Figure 1. Placement view (run 1).
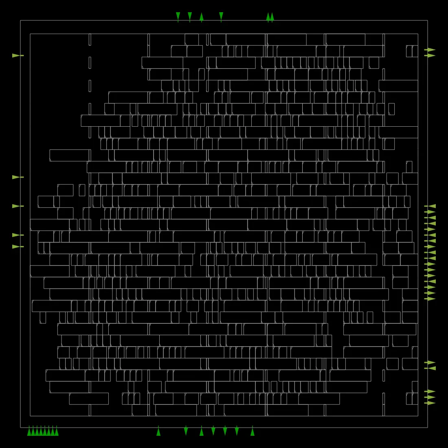
Figure 2. Nets reached from selected ports (run 1).
(4 px per um)
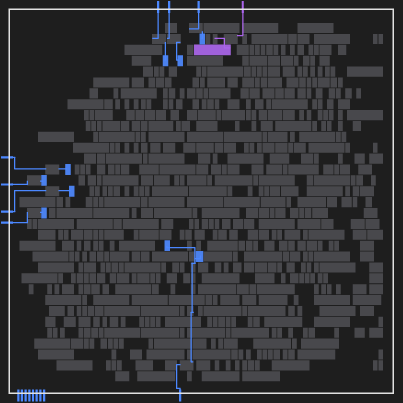
Figure 3. Cells by drive strength (run 1).
(4 px per um)
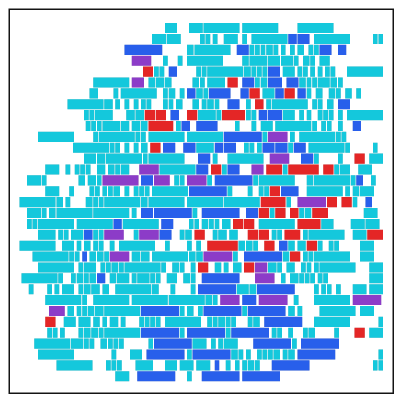
Figure 4. M1 wires (run 1).
(6 px per um) Supply wires on this layer in grey.
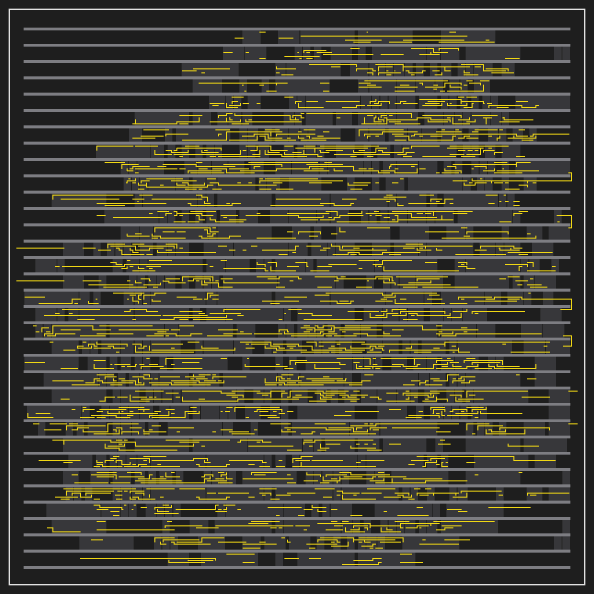
--- config.mk ---
export PLATFORM = sky130hd
export DESIGN_NAME = sd_spi_master
export DESIGN_NICKNAME = d
export VERILOG_FILES = /design/src/rtl/sd_pkg.sv /design/src/rtl/sd_cd_debounce.sv /design/src/rtl/sd_spi_master.sv
export SDC_FILE = /design/constraint.sdc
export NUM_CORES = 1
export LEC_CHECK = 0
export ABC_AREA = 1
export CORE_MARGIN = 2
export CORE_UTILIZATION = 57
export DETAILED_ROUTE_END_ITERATION = 8
export MAX_ROUTING_LAYER = met4
export PLACE_DENSITY = 0.84
export SYNTH_ARGS = -nofsm -noshare
export SYNTH_HDL_FRONTEND = slang
export SYNTH_SLANG_ARGS = --single-unit
--- constraint.sdc ---
create_clock -name CLKCPU -period 1.8 [get_ports CLKCPU]
set_clock_uncertainty 0.05 [all_clocks]
set_input_delay 0.36 -clock CLKCPU [delete_from_list [all_inputs] [get_ports CLKCPU]]
set_output_delay 0.36 -clock CLKCPU [all_outputs]
set_load 0.01 [all_outputs]
--- src/rtl/sd_pkg.sv ---
// Shared constants for the SD-card SPI master: register map, STATUS bit layout,
// shifter state encoding and the post-reset SCLK divider.
package sd_pkg;
  localparam logic [3:0] REG_DATA   = 4'd0;
  localparam logic [3:0] REG_STATUS = 4'd1;
  localparam logic [3:0] REG_CTRL   = 4'd2;
  localparam logic [3:0] REG_DIV    = 4'd3;

  localparam int unsigned STAT_BUSY   = 0;
  localparam int unsigned STAT_CARD   = 1;
  localparam int unsigned STAT_INT_EN = 2;
  localparam int unsigned STAT_CD_CHG = 3;

  localparam logic [7:0] SD_DIV_RESET = 8'd9;

  typedef enum logic [1:0] {
    SPI_IDLE = 2'd0,
    SPI_LOW  = 2'd1,
    SPI_HIGH = 2'd2,
    SPI_DONE = 2'd3
  } spi_state_t;
endpackage

--- src/rtl/sd_cd_debounce.sv ---
// Card-detect conditioning: 2-FF synchroniser, stability counter, one-cycle change pulse.
// cd_state is primed from the pin right after reset without raising a change.
module sd_cd_debounce #(
  parameter logic [15:0] DEB_CYCLES = 16'd4096
) (
  input  logic CLKCPU,
  input  logic RESET_n,
  input  logic cd_n,
  output logic cd_state,
  output logic cd_chg_pulse
);
  logic        s1, s2, s3;
  logic [15:0] cnt;
  logic [1:0]  prime;

  always_ff @(posedge CLKCPU or negedge RESET_n) begin
    if (!RESET_n) begin
      s1           <= 1'b1;
      s2           <= 1'b1;
      s3           <= 1'b1;
      cnt          <= 16'd0;
      prime        <= 2'd0;
      cd_state     <= 1'b1;
      cd_chg_pulse <= 1'b0;
    end else begin
      s1           <= cd_n;
      s2           <= s1;
      s3           <= s2;
      cd_chg_pulse <= 1'b0;
      if (prime != 2'd3) begin
        // follow the synchroniser silently until it holds the real pin level
        prime    <= prime + 2'd1;
        cd_state <= s2;
        cnt      <= 16'd0;
      end else if ((s2 != s3) || (s2 == cd_state)) begin
        cnt <= 16'd0;
      end else if (cnt == DEB_CYCLES - 16'd1) begin
        cd_state     <= s2;
        cd_chg_pulse <= 1'b1;
        cnt          <= 16'd0;
      end else begin
        cnt <= cnt + 16'd1;
      end
    end
  end
endmodule

--- src/rtl/sd_spi_master.sv ---
// CPU-facing SD SPI master: byte register file, 68000 DTACK handshake that stalls DATA
// accesses while a byte is in flight, mode-0 shifter with programmable SCLK divider, CD interrupt.
module sd_spi_master
  import sd_pkg::*;
#(
  parameter int unsigned      DIV_W      = 8,
  parameter logic [15:0]      DEB_CYCLES = 16'd4096,
  parameter logic [DIV_W-1:0] DIV_RESET  = DIV_W'(SD_DIV_RESET)
) (
  input  logic        CLKCPU,
  input  logic        RESET_n,
  input  logic        ACCESS,
  input  logic        AS_CPU_n,
  input  logic        DS_n,
  input  logic        RW_n,
  input  logic [3:0]  ADDR,
  input  logic [15:0] D_IN,
  output logic [15:0] DATA_OUT,
  output logic        DATA_OE,
  output logic        DTACK_n,
  input  logic        MISO,
  input  logic        CD_n,
  output logic        SCLK,
  output logic        MOSI,
  output logic        SS_n,
  output logic        INT2_n
);
  logic             cycle, stall, fire, wr_en, wr_status;
  logic             seen_q, ack_q;
  logic [DIV_W-1:0] div_q, div_lat, cnt;
  logic             ss_q, int_en_q, cd_chg_q, busy_q, int2_n_q, sclk_q, mosi_q;
  logic             int_en_nxt, cd_chg_nxt;
  logic [7:0]       rx_q, rx_sh, tx_sh, rd_byte;
  logic [15:0]      data_out_q;
  logic [2:0]       bit_cnt;
  logic             cd_state, cd_pulse;
  spi_state_t       state;
  logic             unused_hi;

  assign unused_hi = &{1'b0, D_IN[15:8]};

  assign cycle     = ACCESS & ~DS_n;
  assign stall     = (ADDR == REG_DATA) & busy_q;
  assign fire      = cycle & seen_q & ~ack_q & ~stall;
  assign wr_en     = fire & ~RW_n;
  assign wr_status = wr_en & (ADDR == REG_STATUS);

  // Strobe gating releases the bus as soon as the CPU ends the cycle.
  assign DTACK_n  = ~(ack_q & cycle & ~AS_CPU_n);
  assign DATA_OE  = cycle & RW_n & ~AS_CPU_n;
  assign DATA_OUT = data_out_q;
  assign SCLK     = sclk_q;
  assign MOSI     = mosi_q;
  assign SS_n     = ss_q;
  assign INT2_n   = int2_n_q;

  sd_cd_debounce #(.DEB_CYCLES(DEB_CYCLES)) u_cd (
    .CLKCPU       (CLKCPU),
    .RESET_n      (RESET_n),
    .cd_n         (CD_n),
    .cd_state     (cd_state),
    .cd_chg_pulse (cd_pulse)
  );

  always_comb begin
    rd_byte = 8'h00;
    case (ADDR)
      REG_DATA: rd_byte = rx_q;
      REG_STATUS: begin
        rd_byte[STAT_BUSY]   = busy_q;
        rd_byte[STAT_CARD]   = ~cd_state;
        rd_byte[STAT_INT_EN] = int_en_q;
        rd_byte[STAT_CD_CHG] = cd_chg_q;
      end
      REG_CTRL: rd_byte = {7'd0, ss_q};
      REG_DIV:  rd_byte = 8'(div_q);
      default:  rd_byte = 8'h00;
    endcase
  end

  // A fresh card-detect change beats a simultaneous clear from the CPU.
  always_comb begin
    int_en_nxt = wr_status ? D_IN[STAT_INT_EN] : int_en_q;
    cd_chg_nxt = cd_chg_q;
    if (wr_status && D_IN[STAT_CD_CHG]) cd_chg_nxt = 1'b0;
    if (cd_pulse) cd_chg_nxt = 1'b1;
  end

  always_ff @(posedge CLKCPU or negedge RESET_n) begin
    if (!RESET_n) begin
      seen_q     <= 1'b0;
      ack_q      <= 1'b0;
      data_out_q <= 16'h0000;
      div_q      <= DIV_RESET;
      ss_q       <= 1'b1;
      int_en_q   <= 1'b0;
      cd_chg_q   <= 1'b0;
      int2_n_q   <= 1'b1;
    end else begin
      if (!cycle) begin
        seen_q <= 1'b0;
        ack_q  <= 1'b0;
      end else begin
        seen_q <= 1'b1;
        if (fire) ack_q <= 1'b1;
        if (fire && RW_n) data_out_q <= {8'h00, rd_byte};
      end
      if (wr_en && ADDR == REG_CTRL) ss_q  <= D_IN[0];
      if (wr_en && ADDR == REG_DIV)  div_q <= D_IN[DIV_W-1:0];
      int_en_q <= int_en_nxt;
      cd_chg_q <= cd_chg_nxt;
      int2_n_q <= ~(cd_chg_nxt & int_en_nxt);
    end
  end

  // Divider is latched at byte start so a DIV write mid-byte applies to the next byte.
  always_ff @(posedge CLKCPU or negedge RESET_n) begin
    if (!RESET_n) begin
      state   <= SPI_IDLE;
      busy_q  <= 1'b0;
      sclk_q  <= 1'b0;
      mosi_q  <= 1'b1;
      tx_sh   <= 8'h00;
      rx_sh   <= 8'hFF;
      rx_q    <= 8'hFF;
      cnt     <= '0;
      div_lat <= DIV_RESET;
      bit_cnt <= 3'd0;
    end else begin
      case (state)
        SPI_IDLE: begin
          if (wr_en && ADDR == REG_DATA) begin
            busy_q  <= 1'b1;
            tx_sh   <= D_IN[7:0];
            mosi_q  <= D_IN[7];
            bit_cnt <= 3'd0;
            cnt     <= '0;
            div_lat <= div_q;
            state   <= SPI_LOW;
          end
        end
        SPI_LOW: begin
          if (cnt == div_lat) begin
            cnt    <= '0;
            sclk_q <= 1'b1;
            rx_sh  <= {rx_sh[6:0], MISO};
            state  <= SPI_HIGH;
          end else begin
            cnt <= cnt + 1'b1;
          end
        end
        SPI_HIGH: begin
          if (cnt == div_lat) begin
            cnt    <= '0;
            sclk_q <= 1'b0;
            if (bit_cnt == 3'd7) begin
              state <= SPI_DONE;
            end else begin
              bit_cnt <= bit_cnt + 3'd1;
              tx_sh   <= {tx_sh[6:0], 1'b0};
              mosi_q  <= tx_sh[6];
              state   <= SPI_LOW;
            end
          end else begin
            cnt <= cnt + 1'b1;
          end
        end
        SPI_DONE: begin
          rx_q   <= rx_sh;
          busy_q <= 1'b0;
          mosi_q <= 1'b1;
          state  <= SPI_IDLE;
        end
      endcase
    end
  end
endmodule

==> results.toml, run 1 <==
# synthesis and place-and-route metrics
[critical_path]
critical_path_class = "in2reg"
worstReg2RegStart = "u_cd.cnt[0]$_DFF_PN0_"
reg2reg_depth = 9
crit_fanout = 8
endpoint_kind = "flop"
r2r_slack_ns = 0.09
crit_required_ns = 2.04

[synthesis]
syn_inst = 559
synth-seq-area-share = 0.488
common_cells = "nand2_1 (163), inv_1 (71), dfrtp_1 (65), nor2_1 (32)"
ys_sh_simple = 0.262
yosysMostFrequentCell = "nand2_1"
ys_warn_count = 0
fa_ha_area_frac = 0.0261
syn_area_mm2 = 0.00479
ys_sh_mux = 0
top_area_frac = 0.340
yosysTopAreaCell = "dfrtp_1"
ys.flops = 92
aoi_share = 0.0983
flop_cell = "dfrtp_1"
synthArstFlopShare = 1.00
ys_cells = 559
synth-edff-count = 0

[timing]
setup_viol = 0
max_freq_ghz = 0.584
worst_pin_slew_ns = 0.566
rsz0062_at_grt = "yes"
final_max_slew_viol_count = 0
fin_tns_setup_ns = 0
fin_hold_ws_ns = 0.312

[pwr]
leakagePower_nw = 2.66
seqPwrFrac = 0.554
clockPowerShare = 0.377
power_frac_comb = 0.069
p_seq_mw = 2.12
intPower_mw = 2.86
peakVddDrop_uv = 420
comb-power_mw = 0.265
netSwitchingFraction = 0.252
powerDensity_mw_per_mm2 = 680
powerClk_mw = 1.44

[flow_run]
drv_cap = 0

[layout]
drive_gt1_frac = 0.218
design_area_mm2 = 0.00563
final_common_cell = "nand2_1"
antenna_cells = 0

[cts]
cts_made_buffers = 9
cts_resized = 6
cts_hold_buf = 1
clk_latency_ns = 0.37
cts_tree = "yes"
clkTransAtPathRegs_ns = 0.10
htreeDepth = 3
cts_setup_buffers = 0

[global_routing]
met2_usage = 0.435
grt_max_degree = 42
grt-ovfl-total = 0
grt_use_total = 0.254
grt_first_pass_wirelength_um = 17500

[worst_hold_path]
hold_path_class = "reg2reg"
hold_path_depth = 0
hold_end = "u_cd.s2$_DFF_PN1_"
hp-start = "u_cd.s1$_DFF_PN1_"

[drt]
via_per_inst = 5.32
wl_per_cell_um = 14.1
drc = 0
dr.pass1.iters = 4
drt_iter0_drc = 191

[placed_design]
io_buffers = 33
place_area_mm2 = 0.00539
hpwl_um = 7410
pre_cts_ws_ns = -0.285
dp_cells = 711

[floorplan]
die_h_um = 95.6
dieWidth_um = 95.6
pin_count = 50

[status]
status = "finished clean"
Notes on Figure 1 above:
seq_cells: 92
CORE AREA: 0.00818 mm^2
Seq area share: 0.415
# rows: 33
fin util: 0.689

Notes on Figure 2 above:
purple -> SCLK  # bits 1, direction output, end cells 1, wire 13.7 um
blue -> D_IN  # bits 16, direction input, end cells 9, wire 125 um

Notes on Figure 3 above:
cyan -> x1 and smaller  # cells 488, share 78%, most used nand2_1
purple -> x6 and larger  # cells 20, share 3.2%, most used clkbuf_8
red -> x3 and x4  # cells 40, share 6.4%, most used buf_4
blue -> x2  # cells 76, share 12%, most used dfstp_2

Notes on Figure 4 above:
nets with wire on the layer = 587
main direction = horizontal
share of all routed wire = 42%
wire length on this layer = 4,320 um
global-route met1 utilization: 0.297
Post-Route WL: 10,300 um
Vias: 3,878

==> run 1: routing by layer <==
metal	wire length [um]	vias to the layer above
met5	0	-
met4	242	0
met3	520	33
met2	5200	112
met1	4320	1845
li1	-	1888
==> run 1: critical path, stage by stage <==
cell and delay (ns):
clkdlybuf4s50_1 0.45, nand2_1 0.08, buf_4 0.15, nor2_4 0.15, o21ai_4 0.10, nor2_8 0.17
nand3_2 0.27, a22oi_2 0.21
==> run 1: final cells by class <==
type	instances	area (um^2)
clock inverters	5	43.8
multi-input cells	377	2080
well taps	105	131
fillers	612	2540
flip-flops and latches	92	2340
inverters	74	280
repair buffers	65	598
clock buffers	11	163
==> run 1 -> run 2 <==
- ABC_AREA: 1 -> not set
- CORE_UTILIZATION: 57 -> 56
- GPL_ROUTABILITY_DRIVEN: not set -> 0
==> run 2 against run 1 <==
  * The flow now finishes with violations (setup timing)
  * Maximum frequency fell by 8.3%
  * Sequential power rose by 32%
  * Clock-buffer cell count fell by 2
  * Routed wire length rose by 4.8%
  * Clock power barely moved
  * Largest cell class unchanged
  * Highest routed layer unchanged
==> results.toml, run 2 <==
# synthesis and place-and-route metrics
[flow_run]
drv_cap = 0
tool_warnings = 40

[layout]
seq_area_frac = 0.417
drive_gt1_frac = 0.331
inverters = 20
buf_share = 0.137
layout.area.comb_mm2 = 0.00209
antenna_cells = 0
top_register = "u_cd.cnt"
final_common_cell = "dfrtp_1"
regArea_mm2 = 0.00234
ff_count = 92
clk_share = 0.0353
fillers = 506
dominant_cells = "sequential cells"
clock_buffers = 9
num-multi-input-gates = 283
num-nonclk-buffers = 82
comb_share = 0.374

[timing]
fin_tns_setup_ns = -0.266
final_max_slew_viol_count = 0
fin_hold_ws_ns = 0.310
max_freq_ghz = 0.535
layout_setup_ws_ns = -0.0680
rsz0062_at_grt = "yes"
setup_viol = 10
worst_pin_slew_ns = 0.710

[synthesis]
synth.avg_cell_area_um2 = 10.8
xor_area_frac = 0.0498
common_cells = "dfrtp_1 (65), nand2_1 (56), mux2_2 (29), nor2_1 (29), dfstp_2 (27)"
ys_chip_area_mm2 = 0.00440
yosysMostFrequentCell = "dfrtp_1"
ys.flops = 92
top_cells_by_area = "dfrtp_1 (37%), dfstp_2 (16%), mux2_2 (7.4%)"
ys_warn_count = 0
syn_inst = 406
synth-seq-area-share = 0.531
yosysTopAreaCell = "dfrtp_1"
synth_cell_types = 54
logic_family = "simple AND/OR/NAND/NOR gates"
fa_ha_area_frac = 0.0284
synthArstFlopShare = 1.00
ys_sh_mux = 0.0817
flop_cell = "dfrtp_1"
ys_cells = 406
ys_sh_simple = 0.164
aoi_share = 0.103
synth-edff-count = 0
syn_area_mm2 = 0.00440
top_area_frac = 0.370

[floorplan]
floorplan.core_util = 0.572
die_h_um = 92.6
pin_count = 50
core-area_mm2 = 0.00769
dieWidth_um = 92.6
nWellTaps = 102
rows = 32

[critical_path]
reg2reg_depth = 7
crit_required_ns = 2.07
cp_num_cells = 7
worstReg2RegStart = "div_lat[0]$_DFFE_PN1P_"
critPathLaunch = "div_lat[0]$_DFFE_PN1P_"
crit_path_end = "MOSI$_DFFE_PN1P_"
crit_fanout = 5
path_cells = "xor2_2, nor4_4, buf_6, buf_12, a31oi_1, o21bai_1, o41a_1"
endpoint_kind = "flop"
r2r_slack_ns = -0.07
cp_slowest_cell = "dfstp_2"
critPathTopFamily = "flip-flops"
critical_path_class = "reg2reg"
cp_slowest_stage_delay_ns = 0.58
cp_num_buf_inv = 2

[pwr]
netSwitchingFraction = 0.351
power.switching_mw = 2.37
powerDensity_mw_per_mm2 = 1210
seqPwrFrac = 0.414
leakagePower_nw = 2.54
p_seq_mw = 2.80
peakVddDrop_uv = 588
intPower_mw = 4.39
clockPowerShare = 0.215
powerClk_mw = 1.46
p_total_mw = 6.76
power_frac_comb = 0.371
comb-power_mw = 2.51

[placed_design]
pre_cts_ws_ns = -0.567
dp_cells = 573
io_buffers = 33
hpwl_um = 6870

[global_routing]
grt_max_degree = 57
met1_usage = 0.324
grt_pass1_vias = 3365
grt_busiest_layer = "met2"
grt_use_total = 0.248
grt-ovfl-total = 0
met2_usage = 0.401
antenna_found_initial = 0
grt_first_pass_wirelength_um = 16300

[drt]
wl_um = 10800
wl_met2_um = 5440
dr.pass1.iters = 4
met3_wirelength_um = 536
routedLengthMet1_um = 4560
drc = 0
highest-signal-layer = "met4"
drt_iter0_drc = 243
wl_per_cell_um = 18.1
via_per_inst = 5.81
dr_total_vias = 3457

[worst_hold_path]
hold_path_depth = 0
hold_end = "u_cd.s2$_DFF_PN1_"
hp-start = "u_cd.s1$_DFF_PN1_"
hold_path_class = "reg2reg"

[cts]
cts_made_buffers = 9
cts_tree = "yes"
clkTransAtPathRegs_ns = 0.10
clk_latency_ns = 0.37
htreeDepth = 3
clockBufferDepth = 2

[status]
violations = "setup timing"
status = "finished, violations left"
## run 2: cell types whose count changed after synthesis, moves of 6 or more
cell     change
a31oi_1      +6
o21ai_2     -23
nand3_1     -14
a21oi_1      +8
inv_1       -51
o21ai_1      -6
nand4_1     -11
mux2_2      +29
nand2_1    -107
a22oi_1      +7
o21ai_0     -11
## run 2: through the flow
| step | instance area [um^2] | utilization |
|---|---|---|
| after floorplan | 4420 | - |
| after global placement | 5130 | 0.668 |
| after detailed placement | 5130 | 0.668 |
| after CTS | 5410 | 0.703 |
| after global routing | 5600 | 0.729 |
| final | 5600 | 0.729 |
## run 2: what timing repair did
action                                  in CTS  in global routing
pin swaps                                    2                 13
setup buffers                                0                  4
hold buffers                                 1                  0
gates cloned                                 0                  1
resized                                     26                 27
hold endpoints to repair                    18                  0
endpoints found under the setup margin      27                 36
Figure 5. M1 wires (run 2).
(6 px per um) Supply wires on this layer in grey.
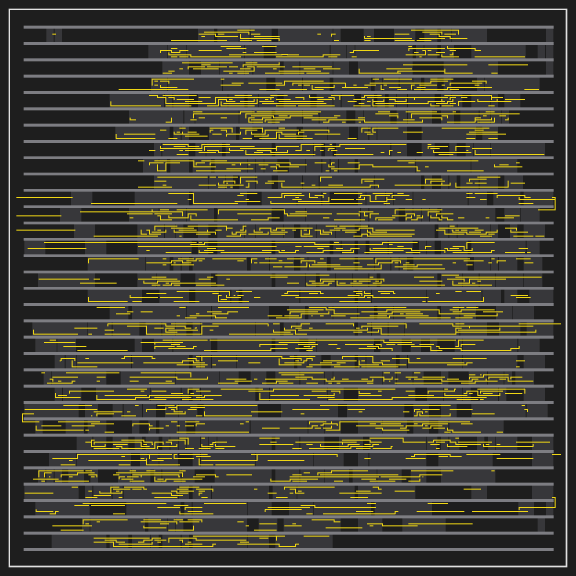
longest straight run = 29.0 um
nets with wire on the layer = 464

Figure 6. Nets reached from selected ports (run 2).
(4 px per um)
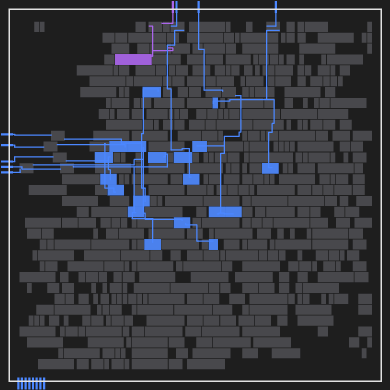
blue -> D_IN  # bits 16, direction input, end cells 19, wire 460 um
purple -> SCLK  # bits 1, direction output, end cells 1, wire 21.4 um

==> run 2 -> run 3 <==
- PLACE_DENSITY: 0.84 -> not set
- PLACE_DENSITY_LB_ADDON: not set -> 0.05
==> run 3 against run 2 <==
  * The flow now finishes without violations
  * Cell area increased by 0.51%
  * Area after synthesis is the same
  * Combinational power down 6%
  * Critical path type unchanged
  * Highest routed layer unchanged
==> results.toml, run 3 <==
# synthesis and place-and-route metrics
[timing]
fin_tns_setup_ns = 0
max_freq_ghz = 0.563
final_max_slew_viol_count = 0
rsz0062_at_grt = "yes"
fin_hold_ws_ns = 0.311
period_minus_slack_ns = 1.77
setup_viol = 0
layout_setup_ws_ns = 0.0251
worst_pin_slew_ns = 0.540

[layout]
num-nonclk-buffers = 86
buf_share = 0.141
regArea_mm2 = 0.00234
num-multi-input-gates = 283
clk_share = 0.0351
antenna_cells = 0
top_register = "u_cd.cnt"
inverters = 20
layout.area.comb_mm2 = 0.00210
dominant_cells = "sequential cells"
comb_share = 0.373
final_common_cell = "dfrtp_1"
design_area_mm2 = 0.00563
ff_count = 92
clock_buffers = 9

[cts]
htreeDepth = 3
clkTransAtPathRegs_ns = 0.09
cts_resized = 19
cts_tree = "yes"
cts_made_buffers = 9
clockBufferDepth = 2
cts_hold_buf = 1
clk_latency_ns = 0.37
cts_setup_buffers = 1

[critical_path]
reg2reg_depth = 6
cp_num_cells = 6
crit_required_ns = 2.02
critPathLaunch = "cnt[1]$_DFFE_PN0P_"
critPathTopFamily = "AND-OR/OR-AND gates"
crit_path_end = "bit_cnt[0]$_DFFE_PN0P_"
cp_data_arrival_time_ns = 1.99
endpoint_kind = "flop"
cp_slowest_stage_delay_ns = 0.42
crit_fanout = 7
critical_path_class = "reg2reg"
cp_num_buf_inv = 1
r2r_slack_ns = 0.03
worstReg2RegStart = "cnt[1]$_DFFE_PN0P_"

[pwr]
power.switching_mw = 2.16
clockPowerShare = 0.214
intPower_mw = 4.38
power_frac_comb = 0.363
netSwitchingFraction = 0.331
seqPwrFrac = 0.423
powerDensity_mw_per_mm2 = 1160
powerClk_mw = 1.40
peakVddDrop_uv = 733
p_total_mw = 6.54
p_seq_mw = 2.77
comb-power_mw = 2.37

[floorplan]
pin_count = 50
die_h_um = 92.6
dieWidth_um = 92.6
nWellTaps = 102

[worst_hold_path]
hold_path_class = "reg2reg"
hold_end = "u_cd.s2$_DFF_PN1_"
hold_path_depth = 0

[placed_design]
place_area_mm2 = 0.00515
hpwl_um = 6570
pre_cts_ws_ns = -0.479
io_buffers = 33
dp_cells = 575

[flow_run]
drv_cap = 0
tool_warnings = 40

[synthesis]
synthArstFlopShare = 1.00
synth-edff-count = 0
top_area_frac = 0.370
synth-seq-area-share = 0.531
ys_warn_count = 0
syn_inst = 406
syn_area_mm2 = 0.00440
ys_chip_area_mm2 = 0.00440
yosysTopAreaCell = "dfrtp_1"
synth.avg_cell_area_um2 = 10.8
synth_cell_types = 54
ys_cells = 406
yosysMostFrequentCell = "dfrtp_1"
flop_cell = "dfrtp_1"
top_cells_by_area = "dfrtp_1 (37%), dfstp_2 (16%), mux2_2 (7.4%)"
common_cells = "dfrtp_1 (65), nand2_1 (56), mux2_2 (29), nor2_1 (29), dfstp_2 (27)"

[drt]
dr.pass1.iters = 6
dr_total_vias = 3335
drt_iter0_drc = 184
drc = 0
wl_um = 9440
wl_per_cell_um = 15.8
via_per_inst = 5.57

[global_routing]
grt_max_degree = 93
grt_use_total = 0.244
antenna_found_initial = 0
grt_first_pass_wirelength_um = 15900
grt_pass1_vias = 3324

[status]
status = "finished clean"
-- run 3: cell types whose count changed in the layout (fill, tap and decap cells not counted), moves of 2 or more --
cell and delta:
a21oi_2 +4, buf_4 +4, a21oi_1 -3, dlymetal6s2s_1 +2, o22ai_1 +2, o22ai_2 -2
-- run 3: routing by layer --
metal / vias up / wire [um] / GRT usage
met5: - / 0 / -
met4: 0 / 148 / 0.0907
met3: 15 / 430 / 0.0350
met2: 91 / 4800 / 0.391
met1: 1647 / 4060 / 0.321
li1: 1582 / - / -
-- run 3: cells by family after synthesis --
group                      share of synthesized area
DFF                                            0.531
buffers and inverters                         0.0413
AOI/OAI and AO/OA                              0.103
and+or+nand+nor                                0.164
other                                       0.000853
muxes                                         0.0816
xor gates and xnor gates                      0.0498
adders and majority gates                     0.0284
Figure 7. Placement view (run 3).
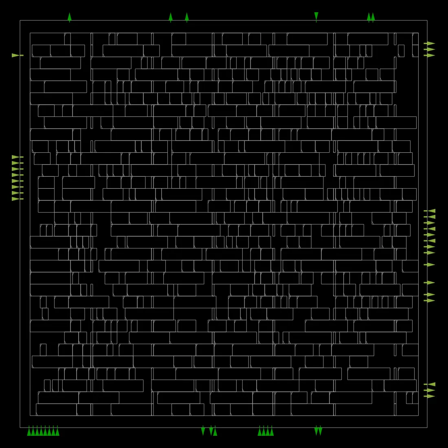
# rows: 32
Non-Filler Instances: 599
filler cell count: 576
Seq area share: 0.415
CORE AREA: 0.00769 mm^2

Figure 8. Placement density heat map (run 3).
(4 px per um) The die is cut into 9 by 9 equal tiles; dark blue is low, red is high, 0 to 100% covered.
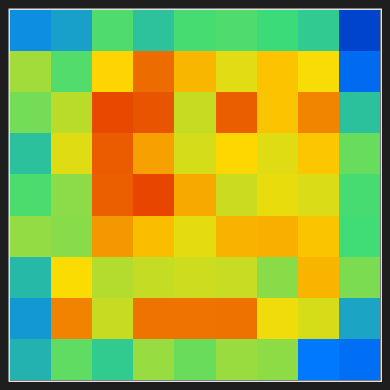
mean over tiles = 64%
densest ninth of the die = centre
fullest tile = 92%
fin util: 0.732
FP Util: 0.572

No activity file was given, so power comes from the tool's default toggle rates.
